**Clock wires, drivers and flops**

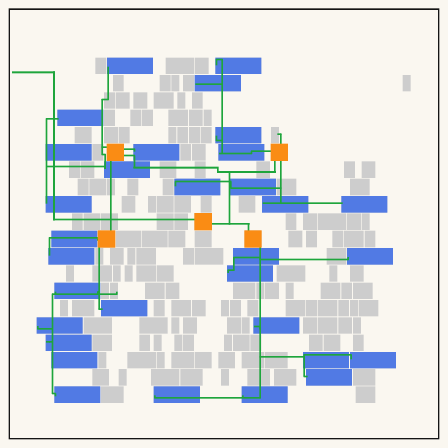
**Nets reached from selected ports**

Bar = 20 um.
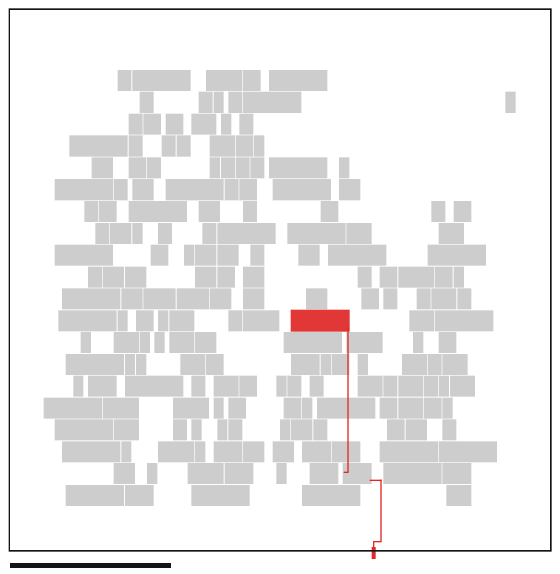
**Cells coloured by class**

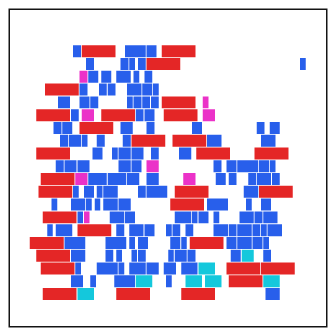
$ cat src/rtl/button_event_decoder.sv
// Button event decoder: turns a debounced, synchronous button level into press/release/long-press strobes.
// Define BUTTON_EVENT_REPEAT_EN to enable auto-repeat strobes while held; otherwise the timers freeze in HELD.
module button_event_decoder #(
   parameter int PRESCALE_WIDTH = 16,
   parameter int TICK_WIDTH     = 8,
   parameter int LONG_TICKS     = 30,
   parameter int REPEAT_TICKS   = 5
) (
   input  logic clock,
   input  logic reset_n,
   input  logic in,
   output logic press,
   output logic release_strobe,
   output logic long_press,
   output logic repeat_strobe,
   output logic held
);

   typedef enum logic [1:0] {
      IDLE    = 2'd0,
      PRESSED = 2'd1,
      HELD    = 2'd2
   } state_t;

   localparam logic [TICK_WIDTH-1:0] LONG_LAST = TICK_WIDTH'(LONG_TICKS - 1);

   generate
      if (LONG_TICKS < 1 || LONG_TICKS > (1 << TICK_WIDTH)) begin : g_bad_long
         $error("LONG_TICKS out of range for TICK_WIDTH");
      end
      if (REPEAT_TICKS < 1 || REPEAT_TICKS > (1 << TICK_WIDTH)) begin : g_bad_repeat
         $error("REPEAT_TICKS out of range for TICK_WIDTH");
      end
   endgenerate

   state_t                    state_reg;
   logic                      in_prev_reg;
   logic [PRESCALE_WIDTH-1:0] prescaler_reg;
   logic [TICK_WIDTH-1:0]     tick_count_reg;
   logic                      tick;

   assign tick = &prescaler_reg;

`ifdef BUTTON_EVENT_REPEAT_EN
   localparam logic [TICK_WIDTH-1:0] REPEAT_LAST = TICK_WIDTH'(REPEAT_TICKS - 1);
`else
   assign repeat_strobe = 1'b0;
`endif

   always_ff @(posedge clock) begin
      if (!reset_n) begin
         state_reg      <= IDLE;
         in_prev_reg    <= 1'b0;
         prescaler_reg  <= '0;
         tick_count_reg <= '0;
         press          <= 1'b0;
         release_strobe <= 1'b0;
         long_press     <= 1'b0;
         held           <= 1'b0;
`ifdef BUTTON_EVENT_REPEAT_EN
         repeat_strobe  <= 1'b0;
`endif
      end else begin
         in_prev_reg    <= in;
         press          <= 1'b0;
         release_strobe <= 1'b0;
         long_press     <= 1'b0;
`ifdef BUTTON_EVENT_REPEAT_EN
         repeat_strobe  <= 1'b0;
`endif
         case (state_reg)
            IDLE: begin
               held <= 1'b0;
               if (in && !in_prev_reg) begin
                  press          <= 1'b1;
                  state_reg      <= PRESSED;
                  prescaler_reg  <= '0;
                  tick_count_reg <= '0;
               end
            end

            PRESSED: begin
               // Release wins over a long-press tick landing on the same edge.
               if (!in) begin
                  release_strobe <= 1'b1;
                  state_reg      <= IDLE;
                  held           <= 1'b0;
                  prescaler_reg  <= '0;
                  tick_count_reg <= '0;
               end else begin
                  prescaler_reg <= prescaler_reg + 1'b1;
                  if (tick) begin
                     if (tick_count_reg == LONG_LAST) begin
                        long_press     <= 1'b1;
                        state_reg      <= HELD;
                        held           <= 1'b1;
                        tick_count_reg <= '0;
                     end else begin
                        tick_count_reg <= tick_count_reg + 1'b1;
                     end
                  end
               end
            end

            HELD: begin
               if (!in) begin
                  release_strobe <= 1'b1;
                  state_reg      <= IDLE;
                  held           <= 1'b0;
                  prescaler_reg  <= '0;
                  tick_count_reg <= '0;
               end else begin
                  held <= 1'b1;
`ifdef BUTTON_EVENT_REPEAT_EN
                  prescaler_reg <= prescaler_reg + 1'b1;
                  if (tick) begin
                     if (tick_count_reg == REPEAT_LAST) begin
                        repeat_strobe  <= 1'b1;
                        tick_count_reg <= '0;
                     end else begin
                        tick_count_reg <= tick_count_reg + 1'b1;
                     end
                  end
`endif
               end
            end

            default: begin
               state_reg      <= IDLE;
               held           <= 1'b0;
               prescaler_reg  <= '0;
               tick_count_reg <= '0;
            end
         endcase
      end
   end

endmodule

$ cat config.mk
export PLATFORM = sky130hd
export DESIGN_NAME = button_event_decoder
export DESIGN_NICKNAME = d
export VERILOG_FILES = /design/src/rtl/button_event_decoder.sv
export SDC_FILE = /design/constraint.sdc
export NUM_CORES = 1
export LEC_CHECK = 0
export CORE_MARGIN = 4
export CORE_UTILIZATION = 45
export DETAILED_ROUTE_END_ITERATION = 8
export PLACE_DENSITY = 0.66
export SETUP_SLACK_MARGIN = 0.5
export SLEW_MARGIN = 20
export SYNTH_ARGS = -nofsm -noshare
export SYNTH_HDL_FRONTEND = slang
export SYNTH_SLANG_ARGS = --single-unit
$ cat constraint.sdc
create_clock -name clock -period 5.2 [get_ports clock]
set_input_delay 0.78 -clock clock [delete_from_list [all_inputs] [get_ports clock]]
set_output_delay 0.78 -clock clock [all_outputs]
set_load 0.03 [all_outputs]
==> out/results.ini <==
[global_route]
grt.total_usage = 0.151
grt_max_degree = 18
grt_pass1_vias = 1150
antenna_found_initial = 0
gr-total-overflow = 0

[final_timing]
hold_violations = 0
drv_slew = 0
fin_skew_ns = 0.0130
fin_crit_ns = 2.47
setup_viol = 0
timing.final.crit_share = 0.476

[yosys]
synthTopCellsByArea = dfxtp_1 (39%), ha_1 (4.8%), a21oi_1 (4.4%), o21ai_0 (4.4%), o22a_1 (3.3%)
netlist-cell-type-count = 44
edf_count = 0
ys_seq_frac = 0.393
yosys.area.top_type = dfxtp_1
ys_area_um2 = 1580
yosys_warnings = 0
syn_area_per_cell_um2 = 8.68
syn_area_um2 = 1580

[layout]
largest_reg_flops = 16
final_nets = 194
area_delta_synth_final_pct = 7.13

[drt]
post-route-drc-count = 0
dr.first_iter.drc_count = 60
drtAntennaViolNets = 0
vias = 1273

[setup_path]
cp_data_arrival_time_ns = 2.69
cp-start-kind = input pin
end_kind = flop
worst_ep_required_time_ns = 5.41
crit_type = input pin to flop
path_delay_family = AND-OR/OR-AND gates
worstPathMaxFanout = 8
cpMaxStageDelayCell = clkdlybuf4s50_1

[run]
warnings = 29

[die]
chipArea_um2 = 4520
die_w_um = 67.3
floorplan.core_util = 0.470

[clock_tree]
clk-insertion-delay-late_ns = 0.31
postCtsHoldBufs = 0
clk_pin_slew_ns = 0.10
cts_root_buf = clkbuf_4

[status]
status = finished clean

[placement]
hpwlAfterDp_um = 2230

[worst_hold_path]
hold_class = flop to flop

[pwr]
powerDensity_nw_per_um2 = 263

About 'clock wires, drivers and flops':
Key: cells driving clock nets = orange [count 5]; clock wires = green [length 377 um]; flip-flops = blue [count 31]
Position of the flops: widely spread.

About 'nets reached from selected ports':
Key: release_strobe = red [bits 1, direction output, end cells 1, buffers 1, wire 29.1 um]
IO Port Bufs: 6
I/O pins: 8

About 'cells coloured by class':
Key: clock drivers and dummy loads = magenta [cells 8, share of their area 3.1%]; all other logic = blue [cells 140, share of their area 55%]; flip-flops = red [cells 31, share of their area 38%]; other buffers and delay cells = cyan [cells 7, share of their area 4.1%]
post-route cell area: 1690 um^2
Finished Core Util: 0.503
Seq/total area: 0.367
CORE AREA: 3360 um^2

-- metal layers --
layer	wire length, um	vias up	track usage
met5	0	-	0
met4	31	0	0.0456
met3	72	4	0.0549
met2	1410	10	0.234
met1	1470	585	0.194
li1	-	674	-
-- metrics by stage --
stage	hold slack (ns)	power, mW	setup WS [ns]	cells
6_report	0.435	0.446	2.73	232
5_1_grt	0.476	0.476	2.62	232
4_1_cts	0.442	0.452	2.75	232
3_5_place_dp	0.429	0.324	2.42	224
3_3_place_gp	0.428	0.321	2.48	224
2_1_floorplan	0.387	0.306	3.07	182
-- layout by cell type (no fill, tap or decap), types with 4 or more instances in the layout --
cell / count
nand2_1: 13
inv_1: 10
clkdlybuf4s50_1: 6
or3_1: 7
nor4_1: 4
ha_1: 6
o21ai_0: 14
nor2_1: 6
o22a_1: 6
or4_1: 5
xnor2_1: 4
o31ai_1: 4
clkbuf_4: 5
dfxtp_1: 31
mux2i_1: 4
and3_1: 4
nor4b_1: 4
nand3_1: 8
a21oi_1: 14
-- layout make-up --
type,count,area [um^2],share of cell area
Tap cell,46,57.6,0.0340
Inverter,10,37.5,0.0222
Sequential cell,31,621,0.367
Clock buffer,7,45.0,0.0266
Multi-Input combinational cell,130,860,0.508
Timing Repair Buffer,7,67.6,0.0399
Clock inverter,1,5.00,0.00296
-- kinds of logic (layout without fill, tap and decap cells) --
kind of cell | Yosys count | count (layout) | share of synthesized area
compound gates | 48 | 48 | 0.194
xor+xnor | 4 | 4 | 0.0222
buf+inv | 21 | 25 | 0.0633
other cells | 1 | 1 | 0.00237
fa+ha+maj | 6 | 6 | 0.0475
flops | 31 | 31 | 0.393
simple gates | 67 | 67 | 0.253
mux | 4 | 4 | 0.0253
-- power breakdown --
group	internal [mW]	switching [mW]
Sequential	0.244	0.00447
Clock	0.0527	0.0751
Combinational	0.0256	0.0444
Total	0.322	0.124
-- worst paths after layout --
| path | slack, ns | to | depth (start not counted) | from |
|---|---|---|---|---|
| max | 2.73 | tick_count_reg[6]$_SDFFE_PN0P_ | 5 | in |
| min | 0.43 | press$_SDFF_PN0_ | 1 | in_prev_reg$_SDFF_PN0_ |
| max reg2reg | 3.10 | tick_count_reg[6]$_SDFFE_PN0P_ | 6 | state_reg[0]$_SDFFE_PN0P_ |
| min reg2reg | 0.43 | press$_SDFF_PN0_ | 1 | in_prev_reg$_SDFF_PN0_ |
Power is estimated from default activity; no workload was simulated.
